[config.mk]
export PLATFORM = sky130hd
export DESIGN_NAME = mem_access_stage
export DESIGN_NICKNAME = d
export VERILOG_FILES = /design/src/rtl/mips_pkg.sv /design/src/rtl/mem_access_stage_mem2wb.sv /design/src/rtl/mem_access_stage.sv
export SDC_FILE = /design/constraint.sdc
export NUM_CORES = 1
export LEC_CHECK = 0
export ABC_AREA = 1
export CORE_ASPECT_RATIO = 1.1
export CORE_MARGIN = 3
export CORE_UTILIZATION = 45
export CTS_CLUSTER_DIAMETER = 30
export DETAILED_ROUTE_END_ITERATION = 10
export PLACE_DENSITY = 0.86
export REMOVE_ABC_BUFFERS = 1
export SLEW_MARGIN = 0
export SYNTH_ARGS = -nofsm -noshare
export SYNTH_HDL_FRONTEND = slang
export SYNTH_HIERARCHICAL = 1
export SYNTH_SLANG_ARGS = --single-unit
[constraint.sdc]
create_clock -name clk -period 4.5 [get_ports clk]
set_input_delay 0.9 -clock clk [delete_from_list [all_inputs] [get_ports clk]]
set_output_delay 0.9 -clock clk [all_outputs]
set_load 0.01 [all_outputs]
[src/rtl/mips_pkg.sv]
// Shared MIPS pipeline types and constants: MEM-stage FSM state,
// data-memory error pattern, timeout counter width and MEM/WB payload.
package mips_pkg;

  localparam int unsigned XLEN      = 32;
  localparam int unsigned RADDR_W   = 5;
  localparam int unsigned MEM_CNT_W = 8;

  localparam logic [XLEN-1:0] MEM_ERR_DATA = 32'hDEAD_BEEF;

  typedef enum logic [1:0] {
    IDLE = 2'd0,
    BUSY = 2'd1,
    DONE = 2'd2
  } mem_state_t;

  typedef struct packed {
    logic [XLEN-1:0]    pc_next;
    logic [XLEN-1:0]    alu_result;
    logic [XLEN-1:0]    read_data;
    logic [RADDR_W-1:0] write_addr;
    logic               mem_to_reg;
    logic               reg_write;
    logic               mem_err;
  } mem_wb_t;

endpackage

[src/rtl/mem_access_stage_mem2wb.sv]
// MEM/WB pipeline register; a bubble clears the control bits and holds
// the data fields.
module Reg_MEM2WB
  import mips_pkg::*;
(
  input  logic    clk,
  input  logic    rst,
  input  logic    bubble_i,
  input  mem_wb_t wb_i,
  output mem_wb_t wb_o
);

  mem_wb_t wb_q;
  mem_wb_t wb_d;

  always_comb begin
    wb_d = wb_q;
    if (bubble_i) begin
      wb_d.reg_write  = 1'b0;
      wb_d.mem_to_reg = 1'b0;
      wb_d.mem_err    = 1'b0;
    end else begin
      wb_d = wb_i;
    end
  end

  always_ff @(posedge clk or posedge rst) begin
    if (rst) wb_q <= '0;
    else     wb_q <= wb_d;
  end

  assign wb_o = wb_q;

endmodule

[src/rtl/mem_access_stage.sv]
// MIPS MEM stage: data-memory req/ack controller with timeout, upstream
// stall and MEM/WB register. Optional macro: MEM_ALIGN_CHECK_EN.
module mem_access_stage
  import mips_pkg::*;
#(
  parameter int unsigned TIMEOUT_CYCLES = 255
) (
  input  logic                clk,
  input  logic                rst,
  input  logic [XLEN-1:0]     PC_next_MEM,
  input  logic                MemtoReg_MEM,
  input  logic                RegWrite_MEM,
  input  logic                MemRead_MEM,
  input  logic                MemWrite_MEM,
  input  logic [RADDR_W-1:0]  writeAddr_MEM,
  input  logic [XLEN-1:0]     ALU_result_MEM,
  input  logic [XLEN-1:0]     writeData_MEM,
  output logic                stall_MEM,
  output logic                dmem_req,
  output logic                dmem_we,
  output logic [XLEN-1:0]     dmem_addr,
  output logic [XLEN-1:0]     dmem_wdata,
  input  logic                dmem_ack,
  input  logic [XLEN-1:0]     dmem_rdata,
  output logic [XLEN-1:0]     PC_next_WB,
  output logic [XLEN-1:0]     ALU_result_WB,
  output logic [XLEN-1:0]     readData_WB,
  output logic [RADDR_W-1:0]  writeAddr_WB,
  output logic                MemtoReg_WB,
  output logic                RegWrite_WB,
  output logic                mem_err_WB
);

  localparam logic [MEM_CNT_W-1:0] TO_LAST = MEM_CNT_W'(TIMEOUT_CYCLES - 1);

  mem_state_t           state_q, state_d;
  logic [MEM_CNT_W-1:0] cnt_q, cnt_d;
  logic [XLEN-1:0]      rdata_q, rdata_d;
  logic                 err_q, err_d;
  logic                 req_q, req_d;
  logic                 we_q, we_d;
  logic [XLEN-1:0]      addr_q, addr_d;
  logic [XLEN-1:0]      wdata_q, wdata_d;
  logic                 stall_c;
  logic                 access_c, is_load_c, misalign_c;
  mem_wb_t              wb_in, wb_out;

  assign access_c  = MemRead_MEM | MemWrite_MEM;
  assign is_load_c = MemRead_MEM & ~MemWrite_MEM;

`ifdef MEM_ALIGN_CHECK_EN
  assign misalign_c = access_c & (ALU_result_MEM[1:0] != 2'b00);
`else
  assign misalign_c = 1'b0;
`endif

  // Next state, timeout counter and latched access result
  always_comb begin
    state_d = state_q;
    cnt_d   = cnt_q;
    rdata_d = rdata_q;
    err_d   = err_q;
    stall_c = 1'b0;
    case (state_q)
      IDLE: begin
        if (access_c) begin
          stall_c = 1'b1;
          cnt_d   = '0;
          if (misalign_c) begin
            state_d = DONE;
            err_d   = 1'b1;
            rdata_d = MEM_ERR_DATA;
          end else begin
            state_d = BUSY;
            err_d   = 1'b0;
            rdata_d = '0;
          end
        end
      end
      BUSY: begin
        stall_c = 1'b1;
        cnt_d   = MEM_CNT_W'(cnt_q + 1'b1);
        if (dmem_ack) begin
          state_d = DONE;
          err_d   = 1'b0;
          rdata_d = is_load_c ? dmem_rdata : '0;
        end else if (cnt_q == TO_LAST) begin
          state_d = DONE;
          err_d   = 1'b1;
          rdata_d = MEM_ERR_DATA;
        end
      end
      DONE:    state_d = IDLE;
      default: state_d = IDLE;
    endcase

    // Upstream is stalled throughout BUSY, so the held inputs stay stable
    req_d   = (state_d == BUSY);
    we_d    = req_d & MemWrite_MEM;
    addr_d  = req_d ? ALU_result_MEM : '0;
    wdata_d = req_d ? writeData_MEM  : '0;
  end

  always_ff @(posedge clk or posedge rst) begin
    if (rst) begin
      state_q <= IDLE;
      cnt_q   <= '0;
      rdata_q <= '0;
      err_q   <= 1'b0;
      req_q   <= 1'b0;
      we_q    <= 1'b0;
      addr_q  <= '0;
      wdata_q <= '0;
    end else begin
      state_q <= state_d;
      cnt_q   <= cnt_d;
      rdata_q <= rdata_d;
      err_q   <= err_d;
      req_q   <= req_d;
      we_q    <= we_d;
      addr_q  <= addr_d;
      wdata_q <= wdata_d;
    end
  end

  // WB payload: access result only in DONE, plain pass-through otherwise
  always_comb begin
    wb_in.pc_next    = PC_next_MEM;
    wb_in.alu_result = ALU_result_MEM;
    wb_in.write_addr = writeAddr_MEM;
    wb_in.mem_to_reg = MemtoReg_MEM;
    wb_in.read_data  = '0;
    wb_in.mem_err    = 1'b0;
    wb_in.reg_write  = RegWrite_MEM;
    if (state_q == DONE) begin
      wb_in.read_data = rdata_q;
      wb_in.mem_err   = err_q;
      wb_in.reg_write = RegWrite_MEM & ~err_q;
    end
  end

  Reg_MEM2WB u_mem2wb (
    .clk      (clk),
    .rst      (rst),
    .bubble_i (stall_c),
    .wb_i     (wb_in),
    .wb_o     (wb_out)
  );

  assign stall_MEM     = stall_c;
  assign dmem_req      = req_q;
  assign dmem_we       = we_q;
  assign dmem_addr     = addr_q;
  assign dmem_wdata    = wdata_q;
  assign PC_next_WB    = wb_out.pc_next;
  assign ALU_result_WB = wb_out.alu_result;
  assign readData_WB   = wb_out.read_data;
  assign writeAddr_WB  = wb_out.write_addr;
  assign MemtoReg_WB   = wb_out.mem_to_reg;
  assign RegWrite_WB   = wb_out.reg_write;
  assign mem_err_WB    = wb_out.mem_err;

endmodule

==> Changelog: implementation, run 1 <==
## Implementation

- Top area cell types: dfrtp_1 62%, nand2_1 17%, inv_1 5.0%
- Clock Power Share: a little under two fifths
- Fin Setup TNS: 0 ps
- Status: finished, final reports clean
- Number of enable flip-flop cells: 0
- Final Cycle Share: between 70 and 80%
- Critical path buffer and inverter count: 2
- Pre-CTS WS: about 1100 ps
- Placer Congestion: between 0.8 and 0.9
- Tool warning count: 28
- I/O pins: ~310
- ANT cells: 0
- Post-route cell area: 0.0131 mm2
- Synth Cell Area: 0.00859 mm2
- Post-Synthesis Cells: 994
- Die width: 138 um
- Combinational power share: 27.9%
- Critical path origin: MemWrite_MEM
- Worst vdd ir: ~0.38 mV
- CP max stage delay: 590 ps
- Relative slew slack: 29.0%
- Ys async rst share: 100%
- Metal2 WL: 12.8 mm
- Critical path capture point type: output pin
- CP max-delay cell: clkdlybuf4s50_1
- Initial antenna violation count: 0
- Slew Viols, Final: 0
- Port Buffers: 310
- Setup Buffers After CTS: 0
- Crit Path Category: input pin to output pin
- Synth cell types: 23
- Multiplexer share: 0%
- Crit path DAT: roughly 2500 ps
- Setup ws final: 1140 ps
- Combinational gate power: 2.17 mW
- HPWL Detailed: 16.2 mm
- Starting DRC count in detailed routing: 494
- Area leader, netlist: dfrtp_1
- Vias in the first global route: 7,809
- Hold Path Stages: 2
- Via/cell ratio: between 4 and 5
- Cells along the critical path: clkdlybuf4s50_1 -> or2_1 -> nor2_2 -> nor2_4 -> clkdlybuf4s50_1
- XORs/XNORs by Area: 0%
- Pwr Density: 594 mW/mm2
- Fp util: between 40% and 50%
- CP Launch Type: input pin
- H-tree Lvls: 2
- Top cells by count: 400 x nand2_1, 213 x dfrtp_1, 115 x inv_1
- CP top delay family: buffers and inverters
- Hold path startpoint: rdata_q[9]
- Syn_area_per_cell: 8.65 um2
- RSZ-0062 raised after global routing: no
- Most used routing layer: met2
- P_sw: approximately 2.4 mW
- Simple-Gate Area Share: 26.2%
- Hold path endpoint: rdata_q[9]
- Fin Hold WS: between 400 and 500 ps
- R2r endpoint: rdata_q[27]
- Seq cells post-synth: 213
- Fin Clk Skew: approximately 21 ps
- Peak Freq: 0.298 GHz
- # Cells Yosys: 994
- Metal-1 WL: 9.23 mm
- Crit Reg-Reg Startpoint: cnt_q[0]
- Dominant combinational family: simple AND/OR/NAND/NOR gates
- Aoi share: 2.15%
- Power Clock: 2.94 mW
- Met2 Usage GRT: 40.8%
- Critical Path Fanout Max: 3
- Top-count cell post-synth: nand2_1
- Adder share: 0.291%
- Met1 Track Usage GR: 27.1%
- Largest net degree at the start of global routing: about 140
- R2R cell count: 9
- Worst R2R Setup Slack: 2190 ps
- Die Height: around 150 um
- Top cell area share: between 60% and 70%
[run 1: stage by stage]
stage,total power [mW],std cells
3_5_place_dp,4.83,1504
6_report,7.78,1576
5_1_grt,8.18,1576
3_3_place_gp,4.76,1504
4_1_cts,7.85,1576
2_1_floorplan,3.56,941
[run 1: final cells by class]
type	count	area (um2)	share of cell area [%]
sequential	213	5330	40.7
inverter	117	445	3.40
clock inverter	25	288	2.20
clock buffer	47	1070	8.15
multi-input combinational	611	2460	18.8
tap	243	304	2.32
timing repair buffer	320	3200	24.5
[run 1: registers in the layout, summed over array words and instances (netlist names)]
signal / cells
dmem_addr: 32
dmem_we: 1
state_q: 2
rdata_q: 32
err_q: 1
u_mem2wb/wb_o: 104
dmem_wdata: 32
dmem_req: 1
cnt_q: 8
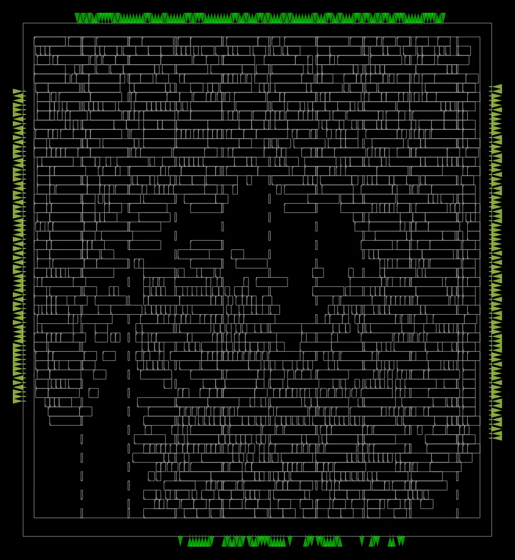
Figure 1: run 1, cell placement.
Tap Count: 243
core box area: 0.0185 mm2
Non-Filler Instances: 1,576
# rows: 52
fraction of area in registers: 40.7%

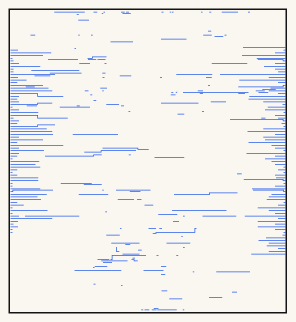
Figure 2: run 1, metal 3.
Drawn at 2 px/um.
The layer carries 2,210 um of wire. The layer holds 8.6% of the routed length. The longest straight run is 32.4 um.
DRT Wirelength: 25.6 mm
GR Layer Usage met3: 6.98%
Vias: 7,682

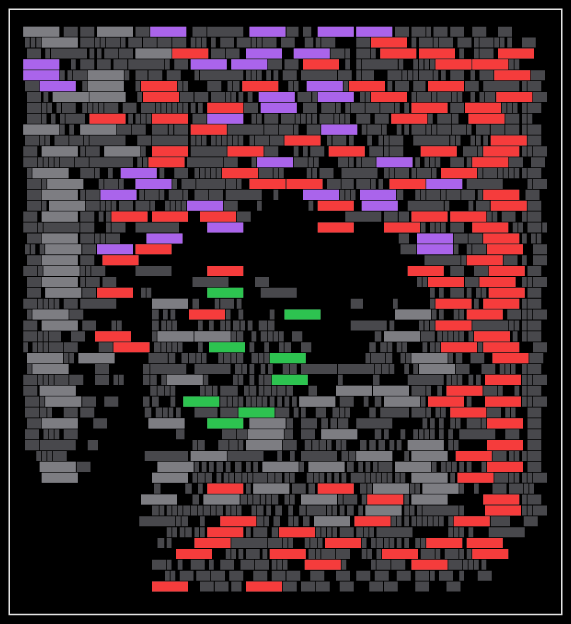
Figure 3: run 1, register map, names as in the netlist.
Drawn at 4 px/um. Other sequential cells in the stronger gray, the rest of the logic in the fainter gray.
Key: `u_mem2wb/wb_o` = red [flops 104, where widely spread]; `dmem_addr` = purple [flops 32]; `cnt_q` = green [flops 8, where center]
Sequential Power: 2.67 mW
fin util: 70.6%
Flop area: 0.00533 mm2

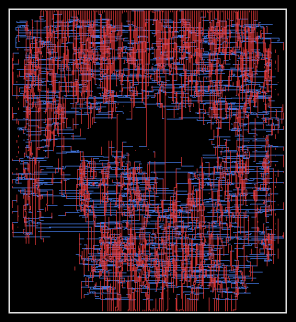
Figure 4: run 1, metal layers overlaid.
Drawn at 2 px/um. Two of the layers only.
Key: met1 = blue [wire length 9,230 um]; met2 = red [wire length 12,800 um]
Overall Global Routing Usage: 24.0%
drt wl/cell: 16.2 um

--- run 2 (diff from run 1) ---
==> constraint.sdc (replaced) <==
create_clock -name clk -period 3.5 [get_ports clk]
set_input_delay 0.7 -clock clk [delete_from_list [all_inputs] [get_ports clk]]
set_output_delay 0.7 -clock clk [all_outputs]
set_load 0.01 [all_outputs]
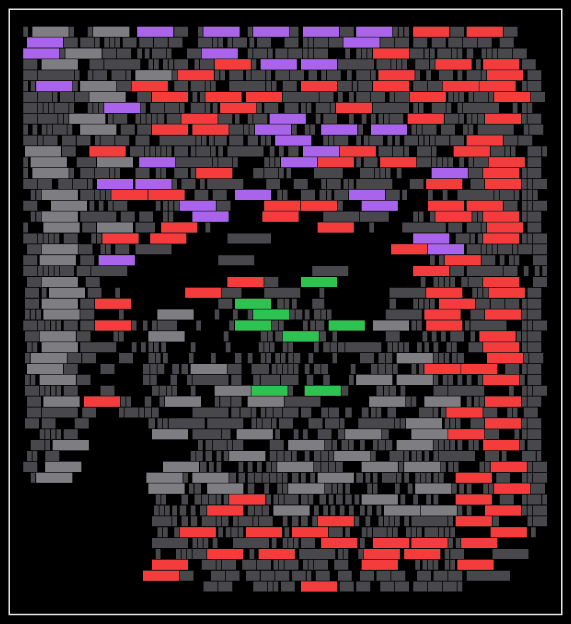
Figure 5: run 2, register map, names as in the netlist.
Drawn at 4 px/um. Other sequential cells in the stronger gray, the rest of the logic in the fainter gray.
Key: `cnt_q` = green [flops 8, where center]; `u_mem2wb/wb_o` = red [flops 104, where widely spread]; `dmem_addr` = purple [flops 32]
Another 69 sequential cells are not colored.

==> Changelog: implementation, run 2 <==
## Implementation

- Fin Clk Skew: 17.0 ps
- Fraction of area in registers: between 40% and 50%
- Pre-CTS WS: roughly 570 ps
- Placed cells: 1,507
- Dominant combinational family: simple AND/OR/NAND/NOR gates
- Tap Count: around 240
- # Cells Yosys: just under 1,000
- Die Height: 151 um
- Slew Viols, Final: 0
- Syn_area_per_cell: 8.65 um2
- Post-Synthesis Cells: roughly 990
- MI comb cells: 611
- Drt wl/cell: about 16 um
- Adder share: 0.291%
- R2R cell count: 9
- Critical Path Fanout Max: 4
- Starting DRC count in detailed routing: 493
- Critical path origin: MemRead_MEM
- ANT cells: 0
- HPWL Detailed: 16.4 mm
- CP max stage delay: 650 ps
- Top area cell types: dfrtp_1 62%, nand2_1 17%, inv_1 5.0%
- Crit Path Category: input pin to output pin
- Top cell area share: 62.0%
- Fin Hold WS: 468 ps
- Clock-cell share: 10.1%
- Bufs w/o clock: ~320
- CP max-delay cell: clkdlybuf4s50_1
- Fin util: 70.6%
- Die width: 138 um
- Vias in the first global route: ~7,700
- Status: finished, final reports clean
- Setup ws final: 566 ps
- Worst vdd ir: 0.449 mV
- Relative slew slack: between 30% and 40%
- Largest area class, layout: registers
- Crit path DAT: 2230 ps
- Worst R2R Setup Slack: about 1300 ps
- Simple-Gate Area Share: approximately a quarter
- Pwr Density: 755 mW/mm2
- Top cells by count: 400 x nand2_1, 213 x dfrtp_1, 115 x inv_1
- Hold path startpoint: rdata_q[18]
- Registers: 213
- H-tree Lvls: 2
- CP Launch Type: input pin
- Final Cycle Share: a little over four fifths
- Flop area: 0.00533 mm2
- DRT Wirelength: 24.9 mm
- Peak Freq: 0.341 GHz
- Synth Cell Area: 0.00859 mm2
- Cells along the critical path: clkdlybuf4s50_1 -> or2_1 -> nor2_2 -> nor2_4 -> clkdlybuf4s50_1
- Tool warning count: 26
- Core box area: 0.0185 mm2
- Combinational share of cell area: 18.8%
- Clock buffer count: 55
- Logic area: 0.00246 mm2
run 2: where the power goes:
part           leakage (nW)  total [mW]  switching, mW  internal [mW]
clock                 0.658        3.70           1.20           2.50
sequential             2.75        3.43          0.326           3.11
combinational          3.21        2.76           1.42           1.34
run 2: worst min-delay path by stage:
stage                                    to  depth (start not counted)
after global routing      u_mem2wb/wb_o[84]                          2
final                           rdata_q[18]                          2
after global placement          rdata_q[22]                          2
after CTS                        rdata_q[9]                          2
after floorplan                       err_q                          2
after detailed placement         rdata_q[9]                          2
run 2: per-layer routing:
layer / part of all wire [%] / track usage [%]
met5: 0.036 / 0
met4: 4.9 / 11.0
met3: 9.1 / 8.04
met2: 50 / 40.5
met1: 36 / 25.4
run 2: critical path, delay by kind of cell:
family	cells	cell delay, ps
and+or+nand+nor	3	370
buffers and inverters	2	1170
--- run 3 (diff from run 2) ---
==> constraint.sdc (replaced) <==
create_clock -name clk -period 2.9 [get_ports clk]
set_input_delay 0.58 -clock clk [delete_from_list [all_inputs] [get_ports clk]]
set_output_delay 0.58 -clock clk [all_outputs]
set_load 0.01 [all_outputs]
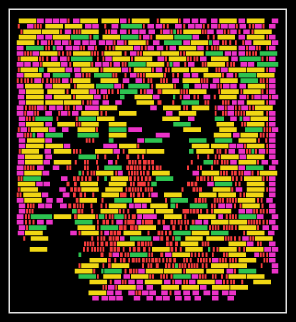
Figure 6: run 3, placement by cell class.
Drawn at 2 px/um.
Key: flops = yellow [cells 213]; clock drivers and dummy loads = green [cells 81]; all other logic = red [cells 728]; other buffers and delay cells = magenta [cells 328]

==> Changelog: implementation, run 3 <==
## Implementation

- Slew Viols, Final: 0
- Syn_area_per_cell: 8.65 um2
- Largest net degree at the start of global routing: ~54
- Ys async rst share: 100%
- Vias: 7,776
- Fin Setup TNS: 0 ps
- Die Height: around 150 um
- Pwr Density: 956 mW/mm2
- Crit path DAT: 2060 ps
- Placer Congestion: 0.829
- Met3 WL: 2.37 mm
- H-tree Lvls: 2
- Cells along the critical path: clkdlybuf4s50_1 -> or2_1 -> nor2_2 -> nor2_4 -> clkdlybuf4s50_1
- Synth cell types: 23
- RSZ-0062 raised after global routing: no
- Metal-1 WL: 9.22 mm
- Peak Freq: approximately 0.38 GHz
- Worst vdd ir: between 0.7 and 0.8 mV
- Post-Synthesis Cells: 994
- GR Layer Usage met3: 8.80%
- Pre-CTS WS: between 150 and 200 ps
- Worst R2R Setup Slack: 860 ps
- Logic area: 0.00246 mm2
- Overall Global Routing Usage: 24.9%
- Non-Filler Instances: ~1,600
- Status: finished, final reports clean
- Metal2 WL: 13.5 mm
- Critical path origin: MemRead_MEM
- ANT cells: 0
- Critical path capture point type: output pin
- R2r endpoint: u_mem2wb/wb_o[30]
- Tool warning count: 26
- Met1 Track Usage GR: between 20% and 30%
- Drt wl/cell: roughly 17 um
- Synth Cell Area: 0.00859 mm2
- Vias in the first global route: about 8,100
- Flop area: approximately 0.0053 mm2
- Clock-cell share: 11.7%
- Top-count cell post-synth: nand2_1
- Critical path buffer and inverter count: 2
- Fin Clk Skew: 16.2 ps
- Number of enable flip-flop cells: 0
## run 3: worst min path at each step
stage	end	slack (ps)	depth (start not counted)
finish	rdata_q[30]	470	2
floorplan	err_q	440	2
global placement	rdata_q[22]	450	2
detailed placement	rdata_q[11]	460	2
CTS	rdata_q[7]	470	2
global route	rdata_q[9]	480	2
## run 3: kinds of logic (layout without fill, tap and decap cells)
group	Yosys count	after routing	share of synthesized area (%)
adder cells (fa/ha/maj)	2	2	0.291
buffers and inverters	170	526	9.36
AND/OR/NAND/NOR	572	572	26.2
flip-flops	213	213	62.0
AND-OR/OR-AND	37	37	2.15
## run 3: where the power goes
part           internal, mW  total (mW)  switching (mW)
logic                  1.63        3.41            1.77
clock network          3.62        5.24            1.62
registers              3.75        4.17           0.414
Power and IR drop assume default switching activity.
